$ cat src/rtl/analog_ctrl_pkg.sv
// analog_ctrl_pkg: shared state encoding and counter types for the analog iteration sequencer
package analog_ctrl_pkg;
    localparam int unsigned ITER_W_DEF    = 16;
    localparam int unsigned TIMEOUT_W_DEF = 16;
    typedef enum logic [2:0] {IDLE, CONFIG, LAUNCH, WAIT_CMPT, WAIT_SPIN} iter_state_e;
    typedef logic [ITER_W_DEF-1:0]    iter_cnt_t;
    typedef logic [TIMEOUT_W_DEF-1:0] timeout_cnt_t;
endpackage

$ cat src/rtl/analog_watchdog.sv
// analog_watchdog: per-iteration down-counter; a zero limit disables expiry entirely
module analog_watchdog #(
    parameter int unsigned W = 16
) (
    input  logic         clk_i,
    input  logic         rst_ni,
    input  logic         i_load,
    input  logic         i_run,
    input  logic [W-1:0] i_limit,
    output logic         o_expired
);
    logic [W-1:0] r_cnt;
    logic         w_disabled;
    assign w_disabled = i_limit == '0;
    assign o_expired  = !w_disabled && r_cnt == '0;
    always_ff @(posedge clk_i or negedge rst_ni) begin
        if (!rst_ni)
            r_cnt <= '0;
        else if (i_load)
            r_cnt <= i_limit;
        else if (i_run && !w_disabled && r_cnt != '0)
            r_cnt <= r_cnt - 1'b1;
    end
endmodule

$ cat src/rtl/analog_iter_ctrl.sv
// analog_iter_ctrl: sequences configure / launch / compute / spin-drain iterations on the analog macro
module analog_iter_ctrl
    import analog_ctrl_pkg::*;
#(
    parameter int unsigned SYNCHRONIZER_PIPEDEPTH = 3,
    parameter int unsigned ITER_W                 = ITER_W_DEF,
    parameter int unsigned TIMEOUT_W              = TIMEOUT_W_DEF,
    localparam int unsigned PIPE_W = SYNCHRONIZER_PIPEDEPTH > 1 ? $clog2(SYNCHRONIZER_PIPEDEPTH) : 1
) (
    input  logic                 clk_i,
    input  logic                 rst_ni,
    input  logic                 en_i,
    input  logic                 start_i,
    input  logic                 abort_i,
    input  logic [ITER_W-1:0]    num_iter_i,
    input  logic [TIMEOUT_W-1:0] timeout_cycles_i,
    input  logic [PIPE_W-1:0]    synchronizer_pipe_num_i,
    output logic                 tx_configure_enable_o,
    output logic [PIPE_W-1:0]    synchronizer_pipe_num_o,
    output logic                 macro_start_o,
    input  logic                 analog_macro_cmpt_finish_i,
    input  logic                 spin_handshake_i,
    input  logic                 analog_tx_idle_i,
    output logic                 busy_o,
    output logic                 done_o,
    output logic                 timeout_o,
    output logic                 spurious_finish_o,
    output logic [ITER_W-1:0]    iter_cnt_o
);
    iter_state_e          r_state;
    logic [ITER_W-1:0]    r_num_iter, r_iter;
    logic [TIMEOUT_W-1:0] r_timeout_cfg;
    logic [PIPE_W-1:0]    r_pipe;
    logic                 r_done, r_timeout, r_spur;
    logic                 w_kill, w_expired;
    logic [ITER_W-1:0]    w_iter_inc;
    assign w_kill     = r_state != IDLE && (abort_i || !en_i);
    assign w_iter_inc = &r_iter ? r_iter : r_iter + 1'b1;
    // strobes are gated so an abort cycle never emits a launch or configure
    assign tx_configure_enable_o   = r_state == CONFIG && analog_tx_idle_i && !w_kill;
    assign macro_start_o           = r_state == LAUNCH && !w_kill;
    assign busy_o                  = r_state != IDLE;
    assign done_o                  = r_done;
    assign timeout_o               = r_timeout;
    assign spurious_finish_o       = r_spur;
    assign iter_cnt_o              = r_iter;
    assign synchronizer_pipe_num_o = r_pipe;
    analog_watchdog #(.W(TIMEOUT_W)) u_wdog (
        .clk_i     (clk_i),
        .rst_ni    (rst_ni),
        .i_load    (r_state == LAUNCH),
        .i_run     (r_state == WAIT_CMPT),
        .i_limit   (r_timeout_cfg),
        .o_expired (w_expired)
    );
    always_ff @(posedge clk_i or negedge rst_ni) begin
        if (!rst_ni) begin
            r_state       <= IDLE;
            r_num_iter    <= '0;
            r_iter        <= '0;
            r_timeout_cfg <= '0;
            r_pipe        <= '0;
            r_done        <= 1'b0;
            r_timeout     <= 1'b0;
            r_spur        <= 1'b0;
        end else begin
            r_done <= 1'b0;
            if (w_kill)
                r_state <= IDLE;
            else
                case (r_state)
                    IDLE: if (start_i && en_i) begin
                        r_num_iter    <= num_iter_i;
                        r_timeout_cfg <= timeout_cycles_i;
                        r_pipe        <= synchronizer_pipe_num_i;
                        r_iter        <= '0;
                        r_timeout     <= 1'b0;
                        r_spur        <= 1'b0;
                        if (num_iter_i == '0)
                            r_done <= 1'b1;
                        else
                            r_state <= CONFIG;
                    end
                    CONFIG: if (analog_tx_idle_i) r_state <= LAUNCH;
                    LAUNCH: r_state <= WAIT_CMPT;
                    WAIT_CMPT: if (analog_macro_cmpt_finish_i)
                        r_state <= WAIT_SPIN;
                    else if (w_expired) begin
                        r_timeout <= 1'b1;
                        r_done    <= 1'b1;
                        r_state   <= IDLE;
                    end
                    WAIT_SPIN: if (spin_handshake_i) begin
                        r_iter  <= w_iter_inc;
                        r_done  <= w_iter_inc == r_num_iter;
                        r_state <= w_iter_inc == r_num_iter ? IDLE : LAUNCH;
                    end
                    default: r_state <= IDLE;
                endcase
            if (analog_macro_cmpt_finish_i && r_state != WAIT_CMPT)
                r_spur <= 1'b1;
        end
    end
endmodule

$ cat config.mk
export PLATFORM = sky130hd
export DESIGN_NAME = analog_iter_ctrl
export DESIGN_NICKNAME = d
export VERILOG_FILES = /design/src/rtl/analog_ctrl_pkg.sv /design/src/rtl/analog_watchdog.sv /design/src/rtl/analog_iter_ctrl.sv
export SDC_FILE = /design/constraint.sdc
export NUM_CORES = 1
export LEC_CHECK = 0
export ABC_CLOCK_PERIOD_IN_PS = 2300
export CAP_MARGIN = 10
export CORE_MARGIN = 2
export CORE_UTILIZATION = 45
export DETAILED_ROUTE_END_ITERATION = 8
export PLACE_DENSITY = 0.71
export SLEW_MARGIN = 0
export SYNTH_ARGS = -nofsm -noshare
export SYNTH_HDL_FRONTEND = slang
export SYNTH_SLANG_ARGS = --single-unit
$ cat constraint.sdc
create_clock -name clk_i -period 2.3 [get_ports clk_i]
set_input_delay 0.46 -clock clk_i [delete_from_list [all_inputs] [get_ports clk_i]]
set_output_delay 0.46 -clock clk_i [all_outputs]
set_load 0.01 [all_outputs]
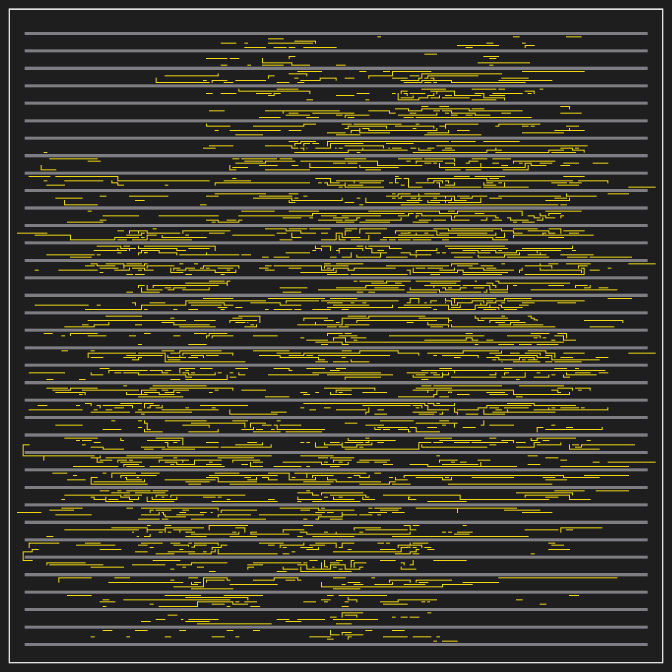
(images/m1.png)
Supply wires on this layer in grey.
main direction = horizontal
share of all routed wire = 40%
nets with wire on the layer = 579
wire length on this layer = 5170 µm

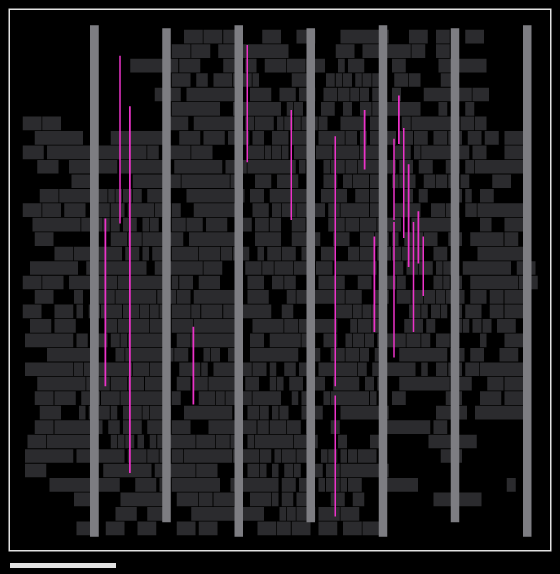
(images/m4.png)
Scale bar: 20 µm. Supply wires on this layer in grey. Cells faint in the background.
nets with wire on the layer = 16
main direction = vertical
share of all routed wire = 3.2%
wire length on this layer = 415 µm

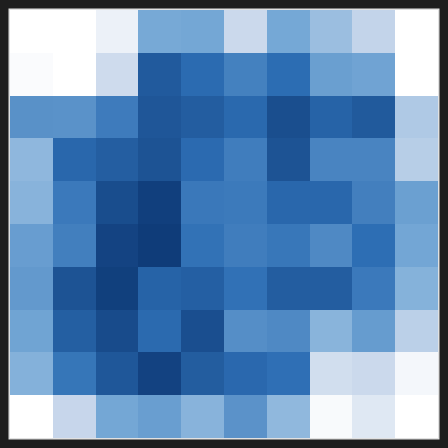
(images/util_map.png)
10 x 10 tiles, from white (low) to dark blue (high), 0 to 100% covered.
tiles over 75% full = 35%
mean over tiles = 58%
nearly empty tiles = 7.0%
fullest tile = 95%

## power breakdown
part | internal [mW] | leakage, nW | total, mW | switching (mW)
clock network | 0.503 | 0.0961 | 1.03 | 0.530
registers | 1.71 | 0.897 | 2.16 | 0.446
logic | 1.17 | 1.51 | 2.23 | 1.06
## synth_stat cells (2+ instances only)
master and n:
o311ai_0 2, and3_2 3, xor2_1 9, a22oi_1 2, inv_1 8, mux2i_1 2, nor2_1 31, nor3_1 14
nand3_1 17, mux2_2 34, o22ai_1 3, xnor2_1 16, a221o_1 6, clkbuf_2 2, and2_1 5, o221ai_1 2
nand2_1 48, nand4_1 13, ha_1 2, a41oi_1 2, nor3b_1 2, a21oi_1 18, o2111ai_1 2, buf_2 8
dfrtp_1 72, a211oi_1 3, o31ai_1 3, nor4_2 3, and4_1 5, o211ai_1 4, clkbuf_1 16, nand2b_1 3
o21ai_0 40, and3_1 5, or3_1 4, nor4_1 14, nor2b_1 3, a31oi_1 7, a31o_2 2
## critical path, stage by stage (launching register included)
cell       delay (ns)
dfrtp_2          0.44
ha_2             0.20
and4_2           0.29
nand3_1          0.16
mux2i_1          0.34
o211ai_1         0.14
a2111oi_1        0.29
nand3b_1         0.16
o41ai_2          0.30
## final timing paths
kind	startpoint	endpoint	slack, ns	cells after the start
min	rst_ni	r_num_iter[3]	0.06	1
max	iter_cnt_o[0]	done_o	-0.11	8
max reg2reg	iter_cnt_o[0]	done_o	-0.11	8
max in group asynchronous	rst_ni	r_num_iter[12]	1.59	2
min in group clk_i	synchronizer_pipe_num_o[1]	synchronizer_pipe_num_o[1]	0.51	1
min reg2reg	synchronizer_pipe_num_o[1]	synchronizer_pipe_num_o[1]	0.51	1
==> ci_impl_report.md <==
### Flow metrics

| Metric | Value |
|---|---|
| Status | finished with violations |
| Failing checks | negative setup slack |
| Slew Limit Fails | 0 |
| Yosys warning count | 0 |
| Multiplexer share | 0.0940 |
| Met2 WL | 6540 µm |
| Largest net degree at the start of global routing | 54 |
| Die y size | 102 µm |
| Vias | 4346 |
| Met3 wire len | 772 µm |
| TNS Setup | -0.871 ns |
| Post-Synthesis Cell Area | 0.00428 mm² |
| Flop area | 0.00180 mm² |
| MI comb cells | 351 |
| Critical path required time | 2.56 ns |
| Clock slew at reported path FFs | 0.08 ns |
| RSZ-0062 raised after global routing | true |
| Crit-path max FO | 6 |
| Syn Area/Cell | 9.35 µm² |
| Num CTS Buffers | 9 |
| Fin Clk Skew | 0.00656 ns |
| Period minus WS final | 2.41 ns |
| CP Launch Type | register |
| Drt initial violations | 290 |
| Pwr per Cell Area | 885 mW/mm² |
| Post-DP Area | 0.00570 mm² |
| Antenna Nets Post-Route | 0 |
| Cell count in the Yosys report | 458 |
| Registers, synthesis | 72 |
| Init Core Util | 0.464 |
| Congestion Overflow GR | 0 |
| Non-clk buf share | 0.228 |
| Hold Path Class | input port to async pin |
| Synth Instances | 458 |
| Pre-CTS WS | -0.199 ns |
| Cell Rows | 35 |
| Core region area | 0.00924 mm² |
| Worst-margin pin slew | 0.516 ns |
| XOR Share, Synth | 0.0511 |
| CTS Buffer Depth | 2 |
| CTS Root Cell | clkbuf_8 |
| Post-synth top flop | dfrtp_1 |
| Main area contributors | dfrtp_1, mux2_2, o21ai_0, nand2_1, xnor2_1 |
| Tap cells | 129 |
| Main logic family after synthesis | simple AND/OR/NAND/NOR gates |
| H-Tree Depth | 3 |
| Antenna diodes | 0 |
| YS chip area | 0.00428 mm² |
| CP Class | register to register |
| CTS tree | yes |
| Final setup margin | -0.114 ns |
| Total power draw | 5.42 mW |
| Final setup vio count | 14 |
| Distinct cells, synth | 62 |
| Cell taking the most area after synthesis | dfrtp_1 |
Power figures rest on the tool's default switching activity, not on a simulated workload.
